--- src/rtl/if_stage_pipe.sv ---
// if_stage_pipe: fetch PC and IF/ID pipeline register with stall/redirect handling
// and saturating stall/flush event counters.
module if_stage_pipe #(
    parameter logic [31:0] RESET_PC  = 32'h0000_0000,
    parameter logic [31:0] NOP_INSTR = 32'h0000_0000,
    parameter int          CNT_W     = 16
) (
    input  logic             Clk,
    input  logic             Rst,
    input  logic             Stall_PC,
    input  logic             Stall_ID,
    input  logic             Branch_Taken,
    input  logic [31:0]      Branch_Target,
    input  logic             Jump,
    input  logic [31:0]      Jump_Target,
    input  logic [31:0]      IF_Instruction,
    output logic [31:0]      IF_PC,
    output logic [31:0]      ID_Instruction,
    output logic [31:0]      ID_PCPlus4,
    output logic             ID_Valid,
    output logic [CNT_W-1:0] Stall_Count,
    output logic [CNT_W-1:0] Flush_Count
);
    logic             w_redirect;
    logic             w_bubble;
    logic [31:0]      w_target_raw;
    logic [31:0]      w_target;
    logic [31:0]      w_pc_plus4;
    logic [31:0]      r_pc;
    logic [31:0]      r_instr;
    logic [31:0]      r_pc4;
    logic             r_valid;
    logic [CNT_W-1:0] r_stall_cnt;
    logic [CNT_W-1:0] r_flush_cnt;

    // a stalled branch/jump stays in ID and is re-presented, so it cannot redirect yet
    assign w_redirect   = (Jump | Branch_Taken) & ~Stall_PC;
    assign w_bubble     = w_redirect | Stall_PC;
    assign w_target_raw = Jump ? Jump_Target : Branch_Target;
    assign w_target     = {w_target_raw[31:2], 2'b00};
    assign w_pc_plus4   = r_pc + 32'd4;

    always_ff @(posedge Clk or posedge Rst) begin
        if (Rst)
            r_pc <= RESET_PC;
        else if (!Stall_PC)
            r_pc <= w_redirect ? w_target : w_pc_plus4;
    end

    always_ff @(posedge Clk or posedge Rst) begin
        if (Rst) begin
            r_instr <= NOP_INSTR;
            r_pc4   <= 32'd0;
            r_valid <= 1'b0;
        end else if (!Stall_ID) begin
            r_instr <= w_bubble ? NOP_INSTR : IF_Instruction;
            r_pc4   <= w_pc_plus4;
            r_valid <= ~w_bubble;
        end
    end

    always_ff @(posedge Clk or posedge Rst) begin
        if (Rst) begin
            r_stall_cnt <= '0;
            r_flush_cnt <= '0;
        end else begin
            if (Stall_PC && !(&r_stall_cnt))
                r_stall_cnt <= r_stall_cnt + 1'b1;
            if (w_redirect && !(&r_flush_cnt))
                r_flush_cnt <= r_flush_cnt + 1'b1;
        end
    end

    assign IF_PC          = r_pc;
    assign ID_Instruction = r_instr;
    assign ID_PCPlus4     = r_pc4;
    assign ID_Valid       = r_valid;
    assign Stall_Count    = r_stall_cnt;
    assign Flush_Count    = r_flush_cnt;
endmodule

--- config.mk ---
export PLATFORM = sky130hd
export DESIGN_NAME = if_stage_pipe
export DESIGN_NICKNAME = d
export VERILOG_FILES = /design/src/rtl/if_stage_pipe.sv
export SDC_FILE = /design/constraint.sdc
export NUM_CORES = 1
export LEC_CHECK = 0
export CORE_ASPECT_RATIO = 1.5
export CORE_MARGIN = 2
export CORE_UTILIZATION = 41
export DETAILED_ROUTE_END_ITERATION = 12
export PLACE_DENSITY = 0.84
export SYNTH_ARGS = -nofsm -noshare
export SYNTH_HDL_FRONTEND = slang
export SYNTH_SLANG_ARGS = --single-unit
--- constraint.sdc ---
create_clock -name Clk -period 3.8 [get_ports Clk]
set_input_delay 0.76 -clock Clk [delete_from_list [all_inputs] [get_ports Clk]]
set_output_delay 0.76 -clock Clk [all_outputs]
set_load 0.01 [all_outputs]
Fig. 1: run 1, placement view
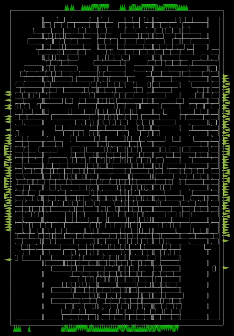
fillcell total: 1322
final design utilization: 60.55%

Fig. 2: run 1, register map, names as in the netlist
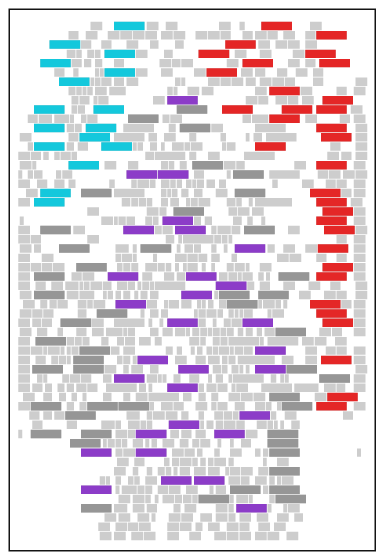
legend:
  cyan:
    signal: `Stall_Count`
    flops: 16
    where: upper left
  red:
    signal: `ID_Instruction`
    flops: 32
  purple:
    signal: `IF_PC`
    flops: 30
not coloured: 47
Power Sequential: 1760 µW
Flop area: 3128 µm²
sequential share of cell area: 33.06%

==> out/metrics.csv, run 1 <==
metric,value,unit
run_status,completed,
p_clk_share,35.7,%
yosysUniqueCellTypes,64,
viasPerCell,5.803,
ir_drop,0.3647,mV
critPathSlowestCell,clkdlybuf4s50_1,
worst_r2r_endpoint,IF_PC[27],
die_h,158.4,µm
cts_setup_buffers,0,
hold_buffers,0,
route.detailed.drc,0,
yosys_area,6515,µm²
cp.depth,5,
ys_sh_mux,1.959,%
top_logic_kind,simple AND/OR/NAND/NOR gates,
path_clk_slew,0.05,ns
htree_levels,4,
place_area,8895,µm²
dp_cells,1054,
synth_top_cell_by_count,dfrtp_1,
largest_register_ffs,32,
final-clk-cell-share,5.964,%
core,15630,µm²
yosysCellCount,665,
inverters_excl_clock,15,
wl_met2,10.22,mm
worst_slew_pin_slew,0.7137,ns
root_buffer,clkbuf_16,
crit_end,Flush_Count[6],
top_area_share,48.01,%
ys_seq_share,48.01,%
antenna_found_initial,1,
critPathLaunchType,input pin,
fin_area,9462,µm²
postSynthCellCount,665,
hold_end,ID_Valid,
startpoint,Branch_Taken,
met3_usage,5.567,%
common_cells,"125 x dfrtp_1, 50 x nand2_1, 36 x a22o_1",
post_cts_resized,0,
ant_nets,0,
fmax,378.6,MHz
hold_class,flip-flop to flip-flop,
worstPathBufferInverterCount,1,
power.density,465.3,nW/µm²
drt_iter0_markers,537,
cp-end-kind,flip-flop,
combAreaFraction,32.85,%
met3_length,1.499,mm
synth_adder_area_share,0.5761,%
grt.busiest_layer,met2,
ys.warnings.count,0,
grt_overflow,0,
syn_avg_cell_area,9.797,µm²
layout_min_cycle_time,2.641,ns
rsz0062_at_grt,false,
clockBufferCount,22,
gr-usage-met1,28.44,%
drive_gt1_share,6.932,%
fp_util,41.70,%
Fig. 3: run 1, wiring heat map
Scale bar: 20 µm. The die is cut into 21 by 32 equal tiles; black is low, pale yellow is high, scaled to the fullest tile. Values are wire area over tile area, all layers added.
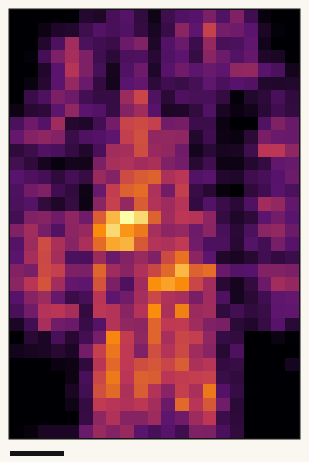
fullest tile: 0.77
nearly empty tiles: 12%
mean over tiles: 0.21
emptiest ninth of the die: lower right
tiles over half the peak: 13%
via count: 6290
WL final: 20.80 mm
WL per Instance: 19.19 µm
GRT Total Usage: 24.67%

Fig. 4: run 1, zoomed window
Scale bar: 20 µm. Region (2, 15) to (52, 65) µm. Cells in grey, sequential cells in the stronger grey; small squares are vias.
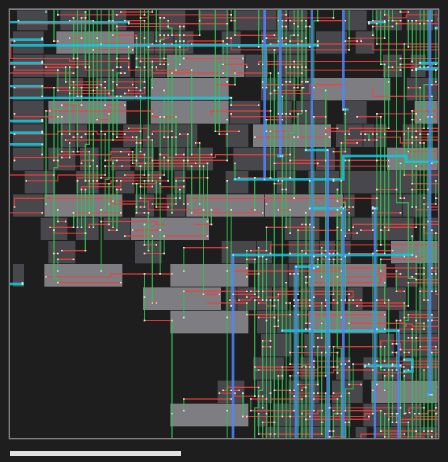

==> run 2, diff against run 1 <==
--- a/config.mk
+++ b/config.mk
@@ -7,9 +7,9 @@
 export LEC_CHECK = 0
 export CORE_ASPECT_RATIO = 1.5
 export CORE_MARGIN = 2
-export CORE_UTILIZATION = 41
+export CORE_UTILIZATION = 46
 export DETAILED_ROUTE_END_ITERATION = 12
-export PLACE_DENSITY = 0.84
+export PLACE_DENSITY = 0.89
 export SYNTH_ARGS = -nofsm -noshare
 export SYNTH_HDL_FRONTEND = slang
 export SYNTH_SLANG_ARGS = --single-unit
==> constraint.sdc (replaced) <==
create_clock -name Clk -period 2.45 [get_ports Clk]
set_input_delay 0.49 -clock Clk [delete_from_list [all_inputs] [get_ports Clk]]
set_output_delay 0.49 -clock Clk [all_outputs]
set_load 0.01 [all_outputs]
Fig. 5: run 2, zoomed window
Scale bar: 20 µm. Region (0, 12) to (50, 62) µm. Cells in grey, sequential cells in the stronger grey; small squares are vias.
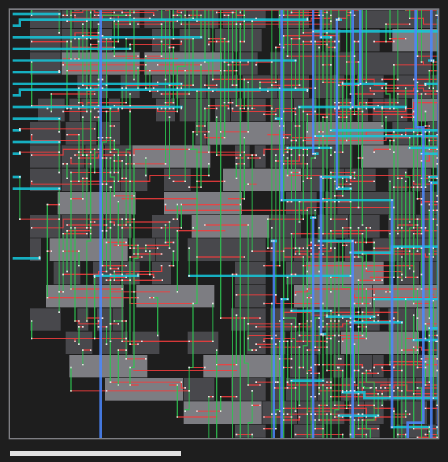
legend:
  cyan:
    layer: met3
  green:
    layer: met2
  red:
    layer: met1
  blue:
    layer: met4
netlist names of flops here include: `Flush_Count` (10), `IF_PC` (9), `ID_PCPlus4` (3)
sequential cells in the window: 22
cells with their middle in the window: 184
most frequent: clkdlybuf4s50_1 (34), dfrtp_1 (22), xnor2_1 (11)

Fig. 6: run 2, wiring heat map
Scale bar: 20 µm. The die is cut into 20 by 30 equal tiles; black is low, pale yellow is high, scaled to the fullest tile. Values are wire area over tile area, all layers added.
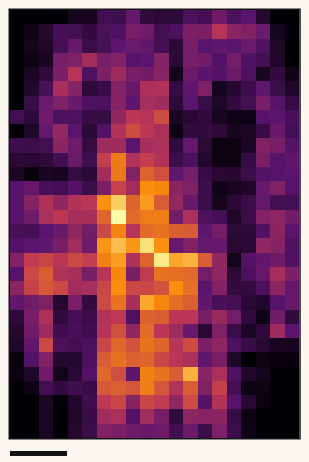
tiles over half the peak: 17%
fullest tile: 0.80
mean over tiles: 0.23
densest ninth of the die: centre
WL final: 20.93 mm
WL per Instance: 19.58 µm
GRT Total Usage: 28.11%
via count: 6482

==> run 2 against run 1 <==
Compared with the run above:
- cell area increased by 2.0%
- largest power group unchanged
- worst hold slack got worse by 0.0012 ns
- sequential cell count is the same
- clock-buffer cell count is 4 lower
- critical path depth fell by 1
- sequential power increased by 53%
- non-clock buffer count grew 21
- synthesized cell count unchanged
==> out/metrics.csv, run 2 <==
metric,value,unit,change
combAreaFraction,32.21,%,-0.64 points
yosys_area,6515,µm²,unchanged
grt_overflow,0,,unchanged
gr-usage-met1,32.28,%,+3.8 points
top_logic_kind,simple AND/OR/NAND/NOR gates,,
fp_util,46.78,%,+5.1 points
power_top_consumer,registers,,
dp_cells,1037,,-1.6%
clockBufferCount,18,,-18%
taps,165,,
postSynthCellCount,665,,unchanged
met3_usage,6.819,%,+1.3 points
htree_levels,4,,unchanged
ir_drop,0.5871,mV,+61%
yosysUniqueCellTypes,64,,unchanged
yosysCellCount,665,,unchanged
intPower,4952,µW,
syn_avg_cell_area,9.797,µm²,unchanged
hold_end,ID_Valid,,
buffers,259,,
hold_class,flip-flop to flip-flop,,
critPathLaunchType,flip-flop,,
final-clk-cell-share,6.301,%,+0.34 points
ys_sh_mux,1.959,%,unchanged
antenna_found_initial,0,,-1
fin_area,9651,µm²,+2.0%
top_area_share,48.01,%,unchanged
swShare,29.57,%,
post_cts_resized,0,,unchanged
p_clk_share,36.6,%,+0.9 points
dp_hpwl,14.95,mm,
fmax,454.5,MHz,
power.switching,2079,µW,
core,13930,µm²,-11%
wl_met2,10.58,mm,+3.5%
inverters_excl_clock,15,,unchanged
skew,0.008547,ns,
cp-end-kind,flip-flop,,
worstPathBufferInverterCount,0,,-1
power.density,728.6,nW/µm²,+57%
drt_iter0_markers,397,,-26%
route.detailed.drc,0,,unchanged
fillers,1062,,-20%
synth_adder_area_share,0.5761,%,unchanged
hold_buffers,0,,unchanged
cp.depth,4,,-1
synth-simple-area-share,20.07,%,
die_w,101.2,µm,
cts_setup_buffers,0,,unchanged
path_clk_slew,0.06,ns,about the same
worst_r2r_endpoint,ID_PCPlus4[30],,
crit_end,ID_PCPlus4[30],,
synth_top_cell_by_count,dfrtp_1,,
cp_max_fo,9,,
startpoint,IF_PC[4],,
die_h,149.8,µm,-5.4%
place_area,9042,µm²,+1.7%
ys.warnings.count,0,,unchanged
ff_latch_area,3128,µm²,unchanged
grt.busiest_layer,met2,,
viasPerCell,6.064,,+4.5%
rsz0062_at_grt,false,,
run_status,completed,,
async_flop_share,100.0,%,
ys_seq_share,48.01,%,unchanged
common_cells,"125 x dfrtp_1, 50 x nand2_1, 36 x a22o_1",,
critPathSlowestCell,or4_1,,
dr.pass1.iters,6,,
met3_length,1.745,mm,+16%
Fig. 7: run 2, register map, names as in the netlist
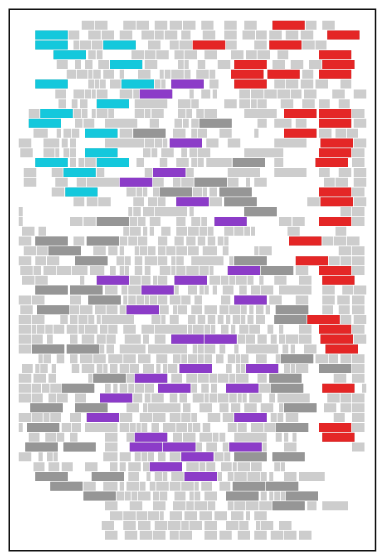
legend:
  cyan:
    signal: `Stall_Count`
    flops: 16
    where: upper left
  purple:
    signal: `IF_PC`
    flops: 30
  red:
    signal: `ID_Instruction`
    flops: 32
Power Sequential: 2690 µW
sequential share of cell area: 32.41%
final design utilization: 69.30%

Power is estimated from default activity; no workload was simulated.
